Figure 1. M1 wires.
(3 px per um) Supply wires on this layer in gray.
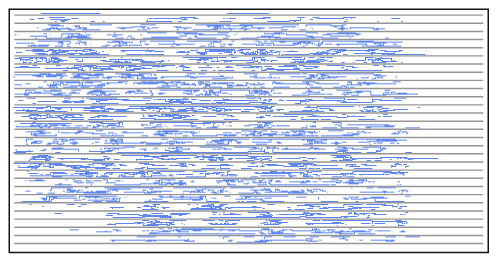
Figure 2. Signal wires on met2.
(2 px per um)
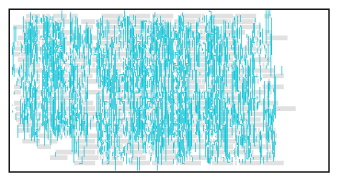
--- src/rtl/uart_tx_port.sv ---
// uart_tx_port: FIFO-buffered 8N1 UART transmitter on the CPU IO bus.
// Bytes pushed with wr_en go out LSB first on tx; status bits feed the IO read mux.
//
// state | meaning
// IDLE  | line high, waiting for a queued byte
// START | start bit (low)
// DATA  | 8 data bits, LSB first
// STOP  | stop bit (high); chains straight into START when more bytes are queued
module uart_tx_port #(
    parameter int CLKS_PER_BIT = 200,
    parameter int FIFO_DEPTH   = 16,
    parameter int CNT_W        = $clog2(FIFO_DEPTH) + 1
) (
    input  logic             clk,
    input  logic             rst_n,
    input  logic             wr_en,
    input  logic [7:0]       wr_data,
    input  logic             clr_ovf,
    output logic             tx,
    output logic             busy,
    output logic             fifo_empty,
    output logic             fifo_full,
    output logic [CNT_W-1:0] fifo_count,
    output logic             overflow
);
    localparam int PTR_W  = $clog2(FIFO_DEPTH);
    localparam int BAUD_W = $clog2(CLKS_PER_BIT);
    localparam logic [BAUD_W-1:0] BAUD_LAST = BAUD_W'(CLKS_PER_BIT - 1);
    localparam logic [CNT_W-1:0]  CNT_FULL  = CNT_W'(FIFO_DEPTH);

    typedef enum logic [1:0] {
        ST_IDLE,
        ST_START,
        ST_DATA,
        ST_STOP
    } state_t;

    state_t            state_q, state_d;
    logic [7:0]        shift_q, shift_d;
    logic [2:0]        bit_idx_q, bit_idx_d;
    logic [BAUD_W-1:0] baud_q, baud_d;
    logic [PTR_W-1:0]  wr_ptr_q, wr_ptr_d;
    logic [PTR_W-1:0]  rd_ptr_q, rd_ptr_d;
    logic [CNT_W-1:0]  count_q, count_d;
    logic              overflow_q, overflow_d;
    logic              tx_q, tx_d;
    logic              busy_q, busy_d;
    logic [7:0]        fifo_mem_q [FIFO_DEPTH];

    logic push;
    logic pop;
    logic baud_last;
    logic fifo_has_data;

    // Fullness is the pre-edge value, so a push into a full FIFO is dropped
    // even when the FSM pops in the same cycle.
    assign push          = wr_en && (count_q != CNT_FULL);
    assign baud_last     = (baud_q == BAUD_LAST);
    assign fifo_has_data = (count_q != '0);

    always_comb begin
        state_d   = state_q;
        shift_d   = shift_q;
        bit_idx_d = bit_idx_q;
        baud_d    = baud_last ? '0 : baud_q + 1'b1;
        pop       = 1'b0;
        case (state_q)
            ST_IDLE: begin
                baud_d = '0;
                if (fifo_has_data) begin
                    pop     = 1'b1;
                    shift_d = fifo_mem_q[rd_ptr_q];
                    state_d = ST_START;
                end
            end
            ST_START: begin
                if (baud_last) begin
                    bit_idx_d = '0;
                    state_d   = ST_DATA;
                end
            end
            ST_DATA: begin
                if (baud_last) begin
                    if (bit_idx_q == 3'd7) begin
                        state_d = ST_STOP;
                    end else begin
                        bit_idx_d = bit_idx_q + 3'd1;
                    end
                end
            end
            ST_STOP: begin
                if (baud_last) begin
                    if (fifo_has_data) begin
                        pop     = 1'b1;
                        shift_d = fifo_mem_q[rd_ptr_q];
                        state_d = ST_START;
                    end else begin
                        state_d = ST_IDLE;
                    end
                end
            end
            default: state_d = ST_IDLE;
        endcase
    end

    always_comb begin
        wr_ptr_d = push ? wr_ptr_q + 1'b1 : wr_ptr_q;
        rd_ptr_d = pop ? rd_ptr_q + 1'b1 : rd_ptr_q;
        count_d  = count_q;
        if (push && !pop) begin
            count_d = count_q + 1'b1;
        end else if (pop && !push) begin
            count_d = count_q - 1'b1;
        end
        overflow_d = overflow_q;
        if (wr_en && !push) begin
            overflow_d = 1'b1;
        end else if (clr_ovf) begin
            overflow_d = 1'b0;
        end
        // Line level follows the current state one cycle later.
        case (state_q)
            ST_START: tx_d = 1'b0;
            ST_DATA:  tx_d = shift_q[bit_idx_q];
            default:  tx_d = 1'b1;
        endcase
        busy_d = (state_q != ST_IDLE);
    end

    always_ff @(posedge clk) begin
        if (!rst_n) begin
            state_q    <= ST_IDLE;
            shift_q    <= '0;
            bit_idx_q  <= '0;
            baud_q     <= '0;
            wr_ptr_q   <= '0;
            rd_ptr_q   <= '0;
            count_q    <= '0;
            overflow_q <= 1'b0;
            tx_q       <= 1'b1;
            busy_q     <= 1'b0;
        end else begin
            state_q    <= state_d;
            shift_q    <= shift_d;
            bit_idx_q  <= bit_idx_d;
            baud_q     <= baud_d;
            wr_ptr_q   <= wr_ptr_d;
            rd_ptr_q   <= rd_ptr_d;
            count_q    <= count_d;
            overflow_q <= overflow_d;
            tx_q       <= tx_d;
            busy_q     <= busy_d;
        end
    end

    always_ff @(posedge clk) begin
        if (rst_n && push) begin
            fifo_mem_q[wr_ptr_q] <= wr_data;
        end
    end

    assign tx         = tx_q;
    assign busy       = busy_q;
    assign fifo_empty = (count_q == '0);
    assign fifo_full  = (count_q == CNT_FULL);
    assign fifo_count = count_q;
    assign overflow   = overflow_q;

endmodule
--- config.mk ---
export PLATFORM = sky130hd
export DESIGN_NAME = uart_tx_port
export DESIGN_NICKNAME = d
export VERILOG_FILES = /design/src/rtl/uart_tx_port.sv
export SDC_FILE = /design/constraint.sdc
export NUM_CORES = 1
export LEC_CHECK = 0
export ABC_AREA = 1
export ABC_CLOCK_PERIOD_IN_PS = 2550
export CAP_MARGIN = 10
export CORE_ASPECT_RATIO = 0.5
export CORE_UTILIZATION = 61
export DETAILED_ROUTE_END_ITERATION = 16
export PLACE_DENSITY = 0.9
export SETUP_SLACK_MARGIN = 0.3
export SYNTH_ARGS = -nofsm -noshare
export SYNTH_HDL_FRONTEND = slang
export SYNTH_SLANG_ARGS = --single-unit
--- constraint.sdc ---
create_clock -name clk -period 2.55 [get_ports clk]
set_clock_uncertainty 0.05 [all_clocks]
set_input_delay 0.255 -clock clk [delete_from_list [all_inputs] [get_ports clk]]
set_output_delay 0.255 -clock clk [all_outputs]
set_load 0.02 [all_outputs]
==> out/metrics.cfg <==
[floorplanning]
io_pins = 22
std_cell_rows = 28

[timing]
fin_crit_sh_pct = 87.8
hold_violations = 0
layout_setup_ws_ps = 311
final.setup.tns_ps = 0
slew_headroom_pct = 17.8
fmax_ghz = 0.447

[run]
maxCapViolCount = 0
tool_warnings = 35

[layout]
syn_to_final_growth_pct = 15.0
drive_gt1_share_pct = 10.7
comb_area_um2 = 2360

[synth]
ys_warn_count = 0
synth.mux.area_fraction_pct = 0
yosys.stat.seqShare_pct = 61.9
ys_cells = 789
fp_nets = 820
yosys_area_um2 = 7530
synth.distinct_cells = 30
edf_count = 128
async_reset_ff_share_pct = 0
netlist_area_um2 = 7530

[clock_network]
insertion_delay_ps = 430
cts_buffer_depth = 2

[placed_design]
place.gp.congestion = 0.860
dp_hpwl_um = 10500

[routing]
totalWireLength_um = 18800
dr.pass1.iters = 8
drc = 0
ant_nets = 0
vias_per_cell = 5.89

[critical_path]
cpMaxStageDelayCell = dfxtp_4
worstPathArrival_ps = 2540
cp-start-kind = flip-flop
worst-path-max-fanout = 5
startpoint = state_q[0]
cp_slowest_stage_delay_ps = 390
crit_path_cell_trace = inv_2 > ha_4 > inv_1 > nand2_1 > inv_2 > nand2_4 > ha_4 > inv_4 > ha_4 > nand2_1 > o21ai_2 > xor2_1 > nand2_1 > a21oi_1

[run_status]
status = completed

[power]
powerDensity_nw_per_um2 = 975
p_int_uw = 5480
netSwitchingFraction_pct = 35.2

[global_routing]
grt_overflow_total = 0
track_usage_pct = 29.8
grt_pass1_vias = 5662
grt_first_pass_wirelength_um = 28700

[hold_path]
min_path_cells = 3

About Figure 1:
The layer holds 35% of the routed length. The longest straight run is 46.0 um. The wires run mostly horizontal. The layer carries 6,580 um of wire. 797 nets have wire on it.

About Figure 2:
The layer carries 9,030 um of wire. The longest straight run is 35.0 um.

-- power by group through the flow --
stage,Combinational (uW),Clock (uW),Sequential (uW)
after floorplan,1660,0,3320
after global placement,2200,0,3280
after detailed placement,2320,0,3300
after CTS,2470,2410,3250
after global routing,2990,2510,3300
final,2760,2420,3280
-- Yosys cell counts (2+ instances only) --
library cell / n / area, um2
buf_2: 15 / 75.1
nand3_1: 104 / 521
nor3_1: 3 / 15.0
inv_1: 114 / 428
nand2_1: 238 / 893
nand2_4: 3 / 33.8
xor2_1: 4 / 35.0
nand4_1: 4 / 25.0
nor2_1: 38 / 143
dfxtp_1: 41 / 821
o21ai_0: 14 / 70.1
buf_6: 4 / 45.0
inv_2: 5 / 18.8
nand2_2: 2 / 12.5
nor4_1: 3 / 18.8
clkbuf_1: 3 / 11.3
ha_1: 18 / 225
xnor2_1: 3 / 26.3
edfxtp_1: 128 / 3840
buf_4: 4 / 30.0
a21oi_1: 32 / 160
-- final cells by class --
| type | instances | share of cell area, % |
|---|---|---|
| multi-input cells | 474 | 27.3 |
| well taps | 165 | 2.38 |
| flip-flops and latches | 169 | 54.0 |
| clock buffers | 25 | 5.49 |
| clock inverters | 7 | 0.823 |
| inverters | 119 | 5.21 |
| repair buffers | 47 | 4.82 |
-- sequential cells by signal (all words and copies together), names as in the netlist, named ones only --
name	flops
shift_q	8
state_q	2
busy	1
fifo_count	5
tx	1
bit_idx_q	3
rd_ptr_q	4
fifo_mem_q	128
wr_ptr_q	4
overflow	1
baud_q	8
-- logic make-up after synthesis --
kind of cell	count (synthesis)
buf+inv	146
xor+xnor	7
simple gates	401
flops	169
compound gates	47
fa+ha+maj	19
-- worst register-to-register path: cells and delay by family, from the launching register on --
kind / cells / cell delay, ps
and+or+nand+nor: 4 / 340
DFF: 1 / 390
adders and majority gates: 3 / 720
buffers and inverters: 4 / 250
AOI/OAI and AO/OA: 2 / 270
xor gates and xnor gates: 1 / 160
-- timing repair --
item | CTS | global route
pin swaps | 3 | 5
buffers inserted | 2 | 3
endpoints found under the setup margin | 3 | 4
gates resized | 11 | 20
-- cells in the final DEF, fill, tap and decap left out, types with 12 or more instances in the layout --
cell / n
clkdlybuf4s50_1: 21
edfxtp_1: 128
o21ai_0: 13
inv_1: 111
buf_4: 25
a21oi_1: 30
clkbuf_16: 17
nand3_1: 104
ha_1: 12
dfxtp_1: 33
nand2_1: 236
nor2_1: 36
-- worst max-delay path by stage --
stage                     depth (start not counted)            end  slack [ps]
after floorplan                                  12  fifo_count[4]         300
after global placement                           14  fifo_count[3]         200
after detailed placement                         14  fifo_count[3]          70
after CTS                                        14  fifo_count[3]         290
after global routing                             13  fifo_count[4]         220
final                                            14  fifo_count[4]         310
-- metal layers --
layer / GRT usage [%] / wire, um / vias to the layer above
met3: 8.57 / 2460 / 84
met1: 35.9 / 6580 / 2745
met4: 14.0 / 706 / 0
li1: - / - / 2639
met5: 0 / 0 / -
met2: 50.3 / 9030 / 453
-- metrics by stage --
step                      cells  utilization (%)  instance area, um2
after floorplan             789                -                7530
after global placement      969             66.8                7950
after detailed placement    969             66.8                7950
after CTS                  1003             71.8                8550
after global routing       1006             72.7                8660
final                      1006             72.7                8660
Power and IR drop assume default switching activity.
